Figure 1. Ports around the boundary (run 1).
Scale: 4 px per µm. Pins as bars across the die edge, other pins in gray.
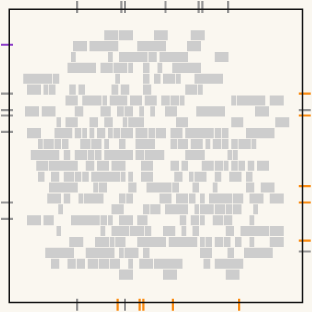
Figure 2. Local utilization (run 1).
Scale: 4 px per µm. 7 x 7 tiles, from black (low) to pale yellow (high), 0 to 100% covered.
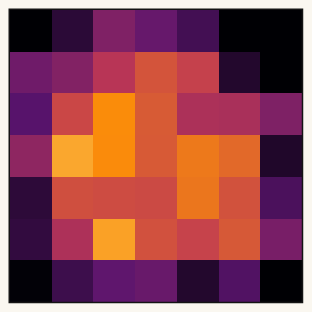
Figure 3. Clock wiring as the flow saved it (run 1).
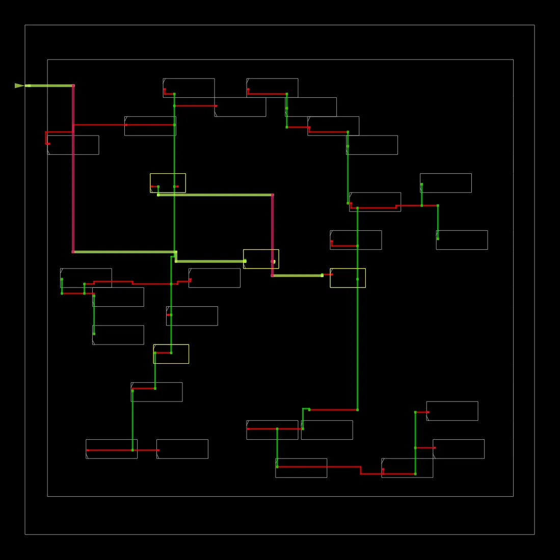
==> config.mk <==
export PLATFORM = sky130hd
export DESIGN_NAME = vga_timing_gen
export DESIGN_NICKNAME = d
export VERILOG_FILES = /design/src/rtl/vga_timing_gen.sv
export SDC_FILE = /design/constraint.sdc
export NUM_CORES = 1
export LEC_CHECK = 0
export CAP_MARGIN = 20
export CORE_MARGIN = 3
export CORE_UTILIZATION = 40
export CTS_CLUSTER_DIAMETER = 80
export CTS_CLUSTER_SIZE = 30
export DETAILED_ROUTE_END_ITERATION = 7
export GPL_ROUTABILITY_DRIVEN = 0
export PLACE_DENSITY = 0.65
export SYNTH_ARGS = -nofsm -noshare
export SYNTH_HDL_FRONTEND = slang
export SYNTH_SLANG_ARGS = --single-unit
==> constraint.sdc <==
create_clock -name clk -period 3.4 [get_ports clk]
set_input_delay 0.51 -clock clk [delete_from_list [all_inputs] [get_ports clk]]
set_output_delay 0.51 -clock clk [all_outputs]
set_load 0.03 [all_outputs]
==> src/rtl/vga_timing_gen.sv <==
// VGA raster timing generator driven by an edge-detected pixel-clock level on the system clock.
// Optional macro VGA_TEST_PATTERN_EN adds a registered 12-bit colour-bar output (rgb).
module vga_timing_gen #(
  parameter int unsigned H_ACTIVE = 640,
  parameter int unsigned H_FP     = 16,
  parameter int unsigned H_SYNC   = 96,
  parameter int unsigned H_BP     = 48,
  parameter int unsigned V_ACTIVE = 480,
  parameter int unsigned V_FP     = 10,
  parameter int unsigned V_SYNC   = 2,
  parameter int unsigned V_BP     = 33,
  parameter bit          H_POL    = 1'b0,
  parameter bit          V_POL    = 1'b0,
  parameter int unsigned CNT_W    = 10
) (
  input  logic             clk,
  input  logic             reset,
  input  logic             pix_clk,
  output logic             hsync,
  output logic             vsync,
  output logic             de,
  output logic [CNT_W-1:0] x,
  output logic [CNT_W-1:0] y,
  output logic             pix_stb,
  output logic             frame_start
`ifdef VGA_TEST_PATTERN_EN
  ,
  output logic [11:0]      rgb
`endif
);

  localparam int unsigned H_TOTAL    = H_ACTIVE + H_FP + H_SYNC + H_BP;
  localparam int unsigned V_TOTAL    = V_ACTIVE + V_FP + V_SYNC + V_BP;
  localparam int unsigned H_SYNC_BEG = H_ACTIVE + H_FP;
  localparam int unsigned H_SYNC_END = H_ACTIVE + H_FP + H_SYNC;
  localparam int unsigned V_SYNC_BEG = V_ACTIVE + V_FP;
  localparam int unsigned V_SYNC_END = V_ACTIVE + V_FP + V_SYNC;
  localparam logic [CNT_W-1:0] H_LAST = CNT_W'(H_TOTAL - 1);
  localparam logic [CNT_W-1:0] V_LAST = CNT_W'(V_TOTAL - 1);

  logic             pix_clk_q;
  logic             tick;
  logic [CNT_W-1:0] x_nxt, y_nxt;
  logic [CNT_W-1:0] x_d, x_q, y_d, y_q;
  logic             de_d, de_q;
  logic             hsync_d, hsync_q;
  logic             vsync_d, vsync_q;
  logic             pix_stb_d, pix_stb_q;
  logic             frame_start_d, frame_start_q;

`ifdef VGA_TEST_PATTERN_EN
  localparam int unsigned BAR_W = H_ACTIVE / 8;

  logic [11:0] rgb_d, rgb_q;

  // Bars left to right: white, yellow, cyan, green, magenta, red, blue, black.
  function automatic logic [11:0] bar_rgb(input logic [CNT_W-1:0] col);
    logic [2:0] idx;
    logic [2:0] c;
    idx = '0;
    for (int i = 1; i < 8; i++) begin
      if (32'(col) >= 32'(i) * BAR_W) idx = 3'(i);
    end
    case (idx)
      3'd0:    c = 3'b111;
      3'd1:    c = 3'b110;
      3'd2:    c = 3'b011;
      3'd3:    c = 3'b010;
      3'd4:    c = 3'b101;
      3'd5:    c = 3'b100;
      3'd6:    c = 3'b001;
      default: c = 3'b000;
    endcase
    return {{4{c[2]}}, {4{c[1]}}, {4{c[0]}}};
  endfunction
`endif

  assign tick = pix_clk & ~pix_clk_q;

  always_comb begin
    x_nxt = x_q;
    y_nxt = y_q;
    if (x_q == H_LAST) begin
      x_nxt = '0;
      y_nxt = (y_q == V_LAST) ? '0 : y_q + 1'b1;
    end else begin
      x_nxt = x_q + 1'b1;
    end
  end

  // Sync/enable are decoded from the next position so they stay aligned with x/y.
  always_comb begin
    x_d           = x_q;
    y_d           = y_q;
    de_d          = de_q;
    hsync_d       = hsync_q;
    vsync_d       = vsync_q;
    pix_stb_d     = 1'b0;
    frame_start_d = 1'b0;
`ifdef VGA_TEST_PATTERN_EN
    rgb_d         = rgb_q;
`endif
    if (tick) begin
      x_d           = x_nxt;
      y_d           = y_nxt;
      de_d          = (32'(x_nxt) < H_ACTIVE) && (32'(y_nxt) < V_ACTIVE);
      hsync_d       = ((32'(x_nxt) >= H_SYNC_BEG) && (32'(x_nxt) < H_SYNC_END)) ? H_POL : ~H_POL;
      vsync_d       = ((32'(y_nxt) >= V_SYNC_BEG) && (32'(y_nxt) < V_SYNC_END)) ? V_POL : ~V_POL;
      pix_stb_d     = 1'b1;
      frame_start_d = (x_nxt == '0) && (y_nxt == '0);
`ifdef VGA_TEST_PATTERN_EN
      rgb_d         = de_d ? bar_rgb(x_nxt) : 12'h000;
`endif
    end
  end

  // Reset parks on the last pixel so the first tick afterwards lands on (0,0).
  always_ff @(posedge clk) begin
    if (reset) begin
      pix_clk_q     <= 1'b0;
      x_q           <= H_LAST;
      y_q           <= V_LAST;
      de_q          <= 1'b0;
      hsync_q       <= ~H_POL;
      vsync_q       <= ~V_POL;
      pix_stb_q     <= 1'b0;
      frame_start_q <= 1'b0;
`ifdef VGA_TEST_PATTERN_EN
      rgb_q         <= 12'h000;
`endif
    end else begin
      pix_clk_q     <= pix_clk;
      x_q           <= x_d;
      y_q           <= y_d;
      de_q          <= de_d;
      hsync_q       <= hsync_d;
      vsync_q       <= vsync_d;
      pix_stb_q     <= pix_stb_d;
      frame_start_q <= frame_start_d;
`ifdef VGA_TEST_PATTERN_EN
      rgb_q         <= rgb_d;
`endif
    end
  end

  assign x           = x_q;
  assign y           = y_q;
  assign de          = de_q;
  assign hsync       = hsync_q;
  assign vsync       = vsync_q;
  assign pix_stb     = pix_stb_q;
  assign frame_start = frame_start_q;
`ifdef VGA_TEST_PATTERN_EN
  assign rgb         = rgb_q;
`endif

endmodule

==> out/metrics.cfg, run 1 <==
[min_path]
timing.hold.worst_endpoint=de
hold_path.class=register to register

[timing]
fin_hold_ws_ns=0.515
max_slew.worst_pin.slew_ns=0.495
final-setup-viol-count=0

[finish]
postLayoutCoreUtil_pct=49.4
antennaDiodeCount=0
layout_net_count=248
most-common-layout-cells=clkdlybuf4s50_1, dfxtp_1, nor2_1, nand2_1

[synthesis]
synthesis.instances=227
synth.distinct_cells=53
mappedNetlistArea_mm2=0.00179
synth_warnings=0
synthArstFlopShare_pct=0
yosys_top_cell_by_area=dfxtp_1
ys_chip_area_mm2=0.00179

[critical_path]
r2r-start=x[0]
path_class=register to register
setup.worst_path.start_class=register
cp_cell_sequence=ha_1, nand3_4, or3_1, nor2_4, xnor2_1, or4b_4, o31a_1
critical_path_cell_count=7
cp_data_arrival_time_ns=2.77
critPathCaptureType=register
longest_individual_stage_delay_on_the_worst_path_ns=0.56

[cts]
clk_root_buffer_cell=clkbuf_8
path_clk_slew_ns=0.09

[power]
vdd_drop_max_v=0.000214
post-layout-total-power_uw=873
cellLeakagePower_nw=0.702

[drt]
antenna_left=0
drc=0
finalWirelength_um=4360

[status]
status=finished, final reports clean

[die]
floorplan.die.width_um=73.0
placement_rows=23
ios=28

[global_routing]
number_of_antenna_violations_at_the_first_check_in_global_routing=0
grt_max_degree=18

-- Figure 1 (at the start) --
Orange is `x`, pins 10, direction output, edge 5 south, 5 east. Purple is `clk`, pins 1, direction input, edge west.
All pins by edge: 7 west, 7 south, 7 east, 7 north.

-- Figure 2 (at the start) --
The emptiest ninth of the die: north-east. 4.1% of the tiles are over 75% full. The fullest tile reaches 81%. The densest ninth of the die: center.

-- Figure 3 (at the start) --
CTS sink count: 26
worst clock skew: 0.00527 ns

## run 1: per-layer routing
metal	share of wire [%]	wire [µm]	track usage [%]	vias up
met5	0	0	0	-
met4	0.80	35	3.89	0
met3	3.5	154	3.31	5
met2	45	1970	26.9	31
met1	50	2190	25.7	798
li1	-	-	-	850
## run 1: power by group
part	switching (mW)	internal [mW]
Sequential	0.0419	0.323
Clock	0.101	0.104
Combinational	0.181	0.122
Total	0.324	0.549
## run 1: per-stage QoR
| stage | setup slack [ns] | area [µm²] |
|---|---|---|
| 5_1_grt | 0.633 | 2060 |
| 2_1_floorplan | 0.768 | 1790 |
| 3_3_place_gp | 0.874 | 2010 |
| 3_5_place_dp | 0.825 | 2010 |
| 4_1_cts | 0.797 | 2060 |
| 6_report | 0.797 | 2060 |
## run 1: worst max-delay path by stage
| stage | startpoint | to | slack (ns) |
|---|---|---|---|
| after floorplan | x[0] | vsync | 0.77 |
| after global placement | x[0] | vsync | 0.87 |
| after detailed placement | x[0] | vsync | 0.83 |
| after CTS | x[0] | vsync | 0.80 |
| after global routing | x[0] | vsync | 0.63 |
| final | x[0] | vsync | 0.80 |
## run 1: layout make-up
type,count,area [µm²]
flip-flops and latches,26,520
clock buffers,4,55.1
fillers,426,2110
well taps,50,62.6
repair buffers,31,300
multi-input cells,177,1110
inverters,3,11.3
## run 1: sequential cells by signal, summed over array words and instances, names as in the netlist
register and flops:
x 10, y 10, de 1, frame_start 1, hsync 1, pix_clk_q 1
pix_stb 1, vsync 1
## run 1: cells by family after synthesis
logic type      share of synthesized area (%)
compound gates                           20.0
mux                                     0.558
xor+xnor                                 6.84
flops                                    29.0
simple gates                             32.5
fa+ha+maj                                2.09
buf+inv                                  9.00
Figure 4. Routed metal, one color a layer (run 1).
Scale: 4 px per µm.
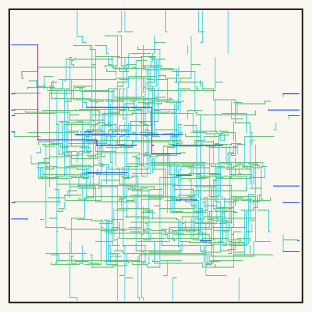

==> run 2, diff against run 1 <==
- PLACE_DENSITY: 0.65 -> 0.68
- clock period: 3.4 -> 2.3 ns (I/O delays scaled with it)
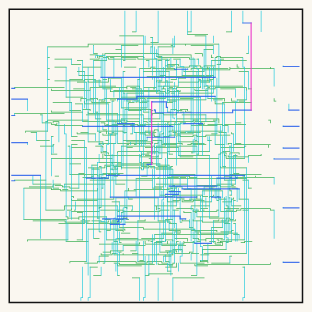
Figure 5: run 2, routed metal, one color a layer.
Scale: 4 px per µm.
Blue is M3, wire length 308 µm. Cyan is M2, wire length 2,160 µm. Magenta is M4, wire length 37.4 µm. Green is M1, wire length 2,240 µm.

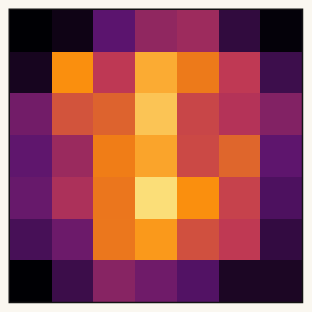
Figure 6: run 2, local utilization.
Scale: 4 px per µm. 7 x 7 tiles, from black (low) to pale yellow (high), 0 to 100% covered.
The fullest tile reaches 93%. The mean over all tiles is 42%. The densest ninth of the die: center.
utilization after layout: 54.6%
fp_density: 43.0%

==> out/metrics.cfg, run 2 <==
[status]
status=finished, final reports clean

[cts]
cts_hold_repair.buffers=0
tritoncts=built
postCtsSetupRepairBufs=0
cts-buffers-inserted=3
clk_latency_ns=0.28
clk_root_buffer_cell=clkbuf_8
cts.sinks=26
cts_resized=0
path_clk_slew_ns=0.10

[synthesis]
simple_gate_share_pct=32.5
yosys_top_cell_by_area=dfxtp_1
compound_area_share_pct=20.0
xor_area_share_pct=6.84
yosys-dominant-comb-family=simple AND/OR/NAND/NOR gates
number_of_flops_mapped_to_enable_cells_by_yosys=0
ys_chip_area_mm2=0.00179
synth.distinct_cells=53
synth_warnings=0
yosys.area.top_type_share_pct=29.0
post-synth-top-count-cell=dfxtp_1
yosys_most_used_dff=dfxtp_1
ys_sh_adder_pct=2.09
yosys-mux-area-fraction_pct=0.558
synthArstFlopShare_pct=0
synthesis.instances=227
postSynthRegisterBits=26
sequential_element_share_of_the_synthesized_area_pct=29.0
top_post_synthesis_cells_by_count=dfxtp_1, nor2_1, nand2_1
postSynthAreaPerCell_um2=7.90
mappedNetlistArea_mm2=0.00179

[critical_path]
critPathCaptureType=register
cp.required_ns=2.48
longest_individual_stage_delay_on_the_worst_path_ns=0.54
cp_cell_sequence=ha_4, nand3_4, nor3_4, nand4_1, xor2_1, or4b_4, o31a_1
setup.worst_path.start_class=register
path_class=register to register
crit_path_top_delay_cell=or4b_4
cp_data_arrival_time_ns=2.37

[finish]
most-common-layout-cells=clkdlybuf4s50_1, buf_4, nor2_1, nand2_1
layout_net_count=270
area.sequential_um2=542
antennaDiodeCount=0
top_layout_cell=clkdlybuf4s50_1
area_delta_synth_final_pct=27.0
filler_cell_count=376
combGateArea_mm2=0.00114
final-instance-count-excl-fill=313

[timing]
max_slew.worst_pin.slew_ns=0.384
fin_worst_skew_ns=0.00988
final.min_clock_period_ns=2.19
fin_crit_sh_pct=95.4
fin_hold_ws_ns=0.486
relSlewSlack_pct=74.1
final-setup-viol-count=0

[power]
net-switching-power_uw=504
cellLeakagePower_nw=0.813
power.share.sequential_pct=37.8
vdd_drop_max_v=0.000329
part_of_the_power_in_the_clock_network_pct=22.1
combinationalPowerShare_pct=40.1
power_report.internal_total_uw=876
total_power_divided_by_cell_area_mw_per_mm2=606
switching_share_pct=36.5

[drt]
drc=0
vias_per_cell=5.64
antenna_left=0
detailedRoute.firstPassIterationCount=4
finalWirelength_um=4740

[place]
place.detailed.instances=309

[die]
ios=28
placement_rows=23

[global_routing]
grt_pass1_wl_um=7960
number_of_antenna_violations_at_the_first_check_in_global_routing=0
grt_max_degree=17

[min_path]
hold_path.class=register to register

[run]
cap_violations=0

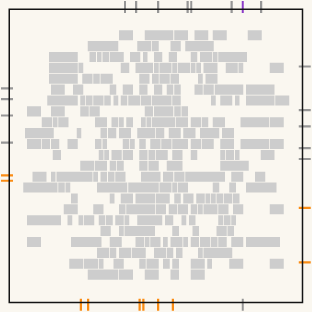
Figure 7: run 2, ports around the boundary.
Scale: 4 px per µm. Pins as bars across the die edge, other pins in gray.
Purple is `clk`, pins 1, direction input, edge north. Orange is `x`, pins 10, direction output, edge 6 south, 2 west, 2 east.
All pins by edge: 8 north, 7 east, 7 south, 6 west.
Die Span X: 73.0 µm
Port-buffer cells: 27
die extent in y: 73.0 µm

## run 2: routing by layer
layer,global-route usage [%],share of wire [%],up-vias
met5,0,0,-
met4,3.89,0.78,0
met3,2.07,6.5,4
met2,28.9,46,62
met1,28.3,47,799
li1,-,-,900
## run 2: layout make-up
cell class | count | share of cell area [%]
Multi-Input combinational cell | 177 | 50.1
Inverter | 3 | 0.495
Clock buffer | 4 | 2.42
Tap cell | 50 | 2.75
Sequential cell | 26 | 23.8
Timing Repair Buffer | 53 | 20.4
## run 2: final timing paths
path         startpoint     to  slack (ns)  cells past startpoint
max                x[0]  vsync        0.11                      7
min                  de     de        0.49                      1
min reg2reg          de     de        0.49                      1
max reg2reg        x[0]  vsync        0.11                      7
## run 2: power groups by stage
stage	clock network [mW]	registers (mW)	logic, mW
floorplan	0	0.572	0.332
global placement	0	0.530	0.540
detailed placement	0	0.533	0.542
CTS	0.311	0.522	0.545
global route	0.328	0.527	0.606
finish	0.306	0.521	0.553
## run 2: metrics by stage
| step | power [mW] | cell area [µm²] | setup WS [ns] |
|---|---|---|---|
| finish | 1.38 | 2280 | 0.106 |
| detailed placement | 1.07 | 2220 | 0.0876 |
| floorplan | 0.904 | 1840 | 0.0133 |
| global placement | 1.07 | 2220 | 0.0412 |
| CTS | 1.38 | 2270 | 0.0738 |
| global route | 1.46 | 2280 | 0.00206 |
Figure 8. Clock wiring as the flow saved it (run 2).
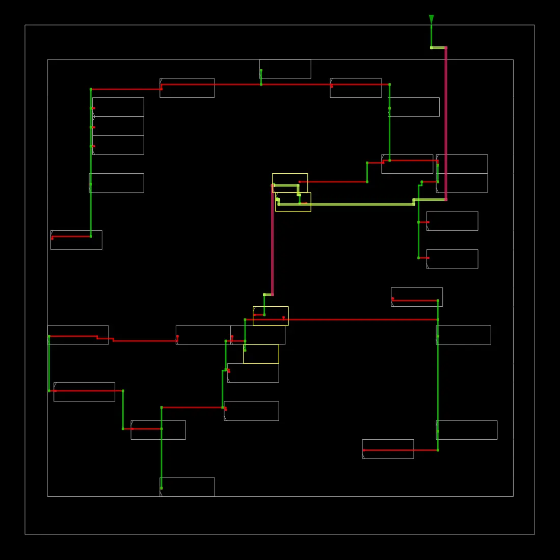

==> run 3, diff against run 2 <==
- CORE_ASPECT_RATIO: default -> 0.75
- CORE_UTILIZATION: 40 -> 30
- PLACE_DENSITY: 0.68 -> 0.54
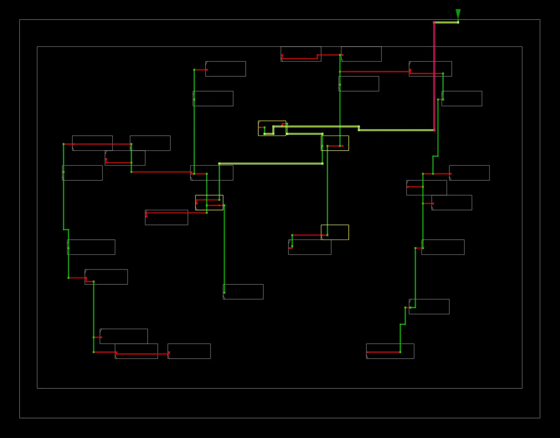
Figure 9: run 3, clock wiring as the flow saved it.
clock latency reported for the late side of the worst-skew pair: 0.28 ns
P_clk: 308 µW

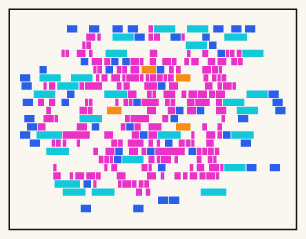
Figure 10: run 3, placed cells, one color a class.
Scale: 3 px per µm.
Orange is clock drivers and dummy loads, cells 4, share of their area 2.5%. Magenta is remaining logic cells, cells 180, share of their area 52%. Cyan is registers, cells 26, share of their area 24%. Blue is remaining buffers and delay cells, cells 54, share of their area 21%.
utilization after layout: 41.9%
fin area: 0.00233 mm²
Placeable Area: 0.00555 mm²

==> out/metrics.cfg, run 3 <==
[global_routing]
number_of_antenna_violations_at_the_first_check_in_global_routing=0
via_count_of_the_first_global_routing_pass=1696
grt_pass1_wl_um=8710
gr-usage-all-layers_pct=15.7
grt_max_degree=17
grt_remaining_overflow=0

[synthesis]
synth_warnings=0
post-synth-top-count-cell=dfxtp_1
postSynthRegisterBits=26
ys_chip_area_mm2=0.00179
postSynthAreaPerCell_um2=7.90
mappedNetlistArea_mm2=0.00179
sequential_element_share_of_the_synthesized_area_pct=29.0
top_post_synthesis_cells_by_count=dfxtp_1, nor2_1, nand2_1
synthesis.instances=227
yosys_most_used_dff=dfxtp_1
synth.distinct_cells=53
yosys_top_cell_by_area=dfxtp_1
synthArstFlopShare_pct=0
synth_stat.cells=227
number_of_flops_mapped_to_enable_cells_by_yosys=0
yosys.area.top_type_share_pct=29.0

[critical_path]
cp.required_ns=2.48
cp_data_arrival_time_ns=2.38
cp_cell_sequence=nand4_1, nor4_2, xnor2_1, buf_4, or4b_4, o31a_1
critPathCaptureType=register
setup.worst_path.start_class=register
crit_path_top_delay_cell=or4b_4
path_class=register to register
longest_individual_stage_delay_on_the_worst_path_ns=0.51

[place]
placement.cell_area_mm2=0.00225
port_buffers=27
place.detailed.instances=335

[timing]
final-setup-viol-count=0
tns_ns=0
max_slew.worst_pin.slew_ns=0.396
setup_repair_after_global_routing_missed_its_margin=true
final.min_clock_period_ns=2.20
fin_hold_ws_ns=0.505
hold_viol=0
fin_crit_sh_pct=95.5
relSlewSlack_pct=73.5
fin_worst_skew_ns=0.00417
timing.fmax_mhz=455

[cts]
tritoncts=built
cts.sinks=26
cts-buffers-inserted=3
clk_root_buffer_cell=clkbuf_8
cts_hold_repair.buffers=0
postCtsSetupRepairBufs=0
path_clk_slew_ns=0.09

[status]
status=finished, final reports clean

[drt]
finalWirelength_um=5130
drc=0
detailedRoute.firstPassIterationCount=4
drt_iter0_markers=150
vias=1799
antenna_left=0
vias_per_cell=5.31

[finish]
post_route_cells_drive_above_1_share_pct=23.1
layout_net_count=271
antennaDiodeCount=0
area_delta_synth_final_pct=29.9
most-common-layout-cells=clkdlybuf4s50_1, buf_4, nor2_1, nand2_1
final-instance-count-excl-fill=339

[die]
ios=28
floorplan.die.width_um=95.3
die_h_um=73.0
placement_rows=23

[run]
cap_violations=0

[power]
cellLeakagePower_nw=0.817
vdd_drop_max_v=0.000198
total_power_divided_by_cell_area_mw_per_mm2=594

[min_path]
hold_path.class=register to register

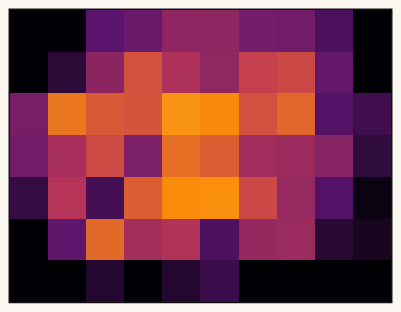
Figure 11: run 3, local utilization.
Scale: 4 px per µm. 10 x 7 tiles, from black (low) to pale yellow (high), 0 to 100% covered.
2.9% of the tiles are over 75% full. The mean over all tiles is 32%. The fullest tile reaches 77%.
fp_density: 32.3%

run 3: timing repair:
item                       CTS  global route
gates resized                1             3
setup endpoints to repair    1             3
cloned                       0             0
hold endpoints to repair     0             0
run 3: final timing paths:
kind | from | endpoint | slack [ns] | cells past startpoint
max | y[0] | vsync | 0.10 | 6
min | de | de | 0.50 | 1
max reg2reg | y[0] | vsync | 0.10 | 6
min reg2reg | de | de | 0.50 | 1
run 3: layout make-up:
type | count | area [µm²]
repair buffers | 54 | 473
fillers | 573 | 3220
inverters | 3 | 11.3
clock buffers | 4 | 55.1
flip-flops and latches | 26 | 542
multi-input cells | 177 | 1150
well taps | 75 | 93.8
run 3: critical path, delay by kind of cell, from the launching register on:
family                    cells  cell delay [ns]
buffers and inverters         1             0.15
and+or+nand+nor               3             1.07
xor gates and xnor gates      1             0.14
AOI/OAI and AO/OA             1             0.30
DFF                           1             0.44
run 3: routing by layer:
metal	track usage (%)	routed length (µm)
met5	0	0
met4	2.56	19
met3	3.09	300
met2	22.3	2130
met1	24.5	2680
run 3: power breakdown:
part           switching (mW)  internal [mW]
clock network           0.154          0.154
logic                   0.320          0.236
registers              0.0379          0.481
run 3: stage by stage:
stage               setup WS, ns  power [mW]
finish                     0.103        1.38
global route            -0.00696        1.48
CTS                       0.0675        1.39
detailed placement       0.00536        1.07
global placement           0.111        1.07
floorplan                 0.0133       0.904
run 3: cell families after synthesis:
logic type | synth area share, %
AOI/OAI and AO/OA | 20.0
adders and majority gates | 2.09
and+or+nand+nor | 32.5
buffers and inverters | 9.00
muxes | 0.558
DFF | 29.0
xor gates and xnor gates | 6.84
No activity file was given, so power comes from the tool's default toggle rates.
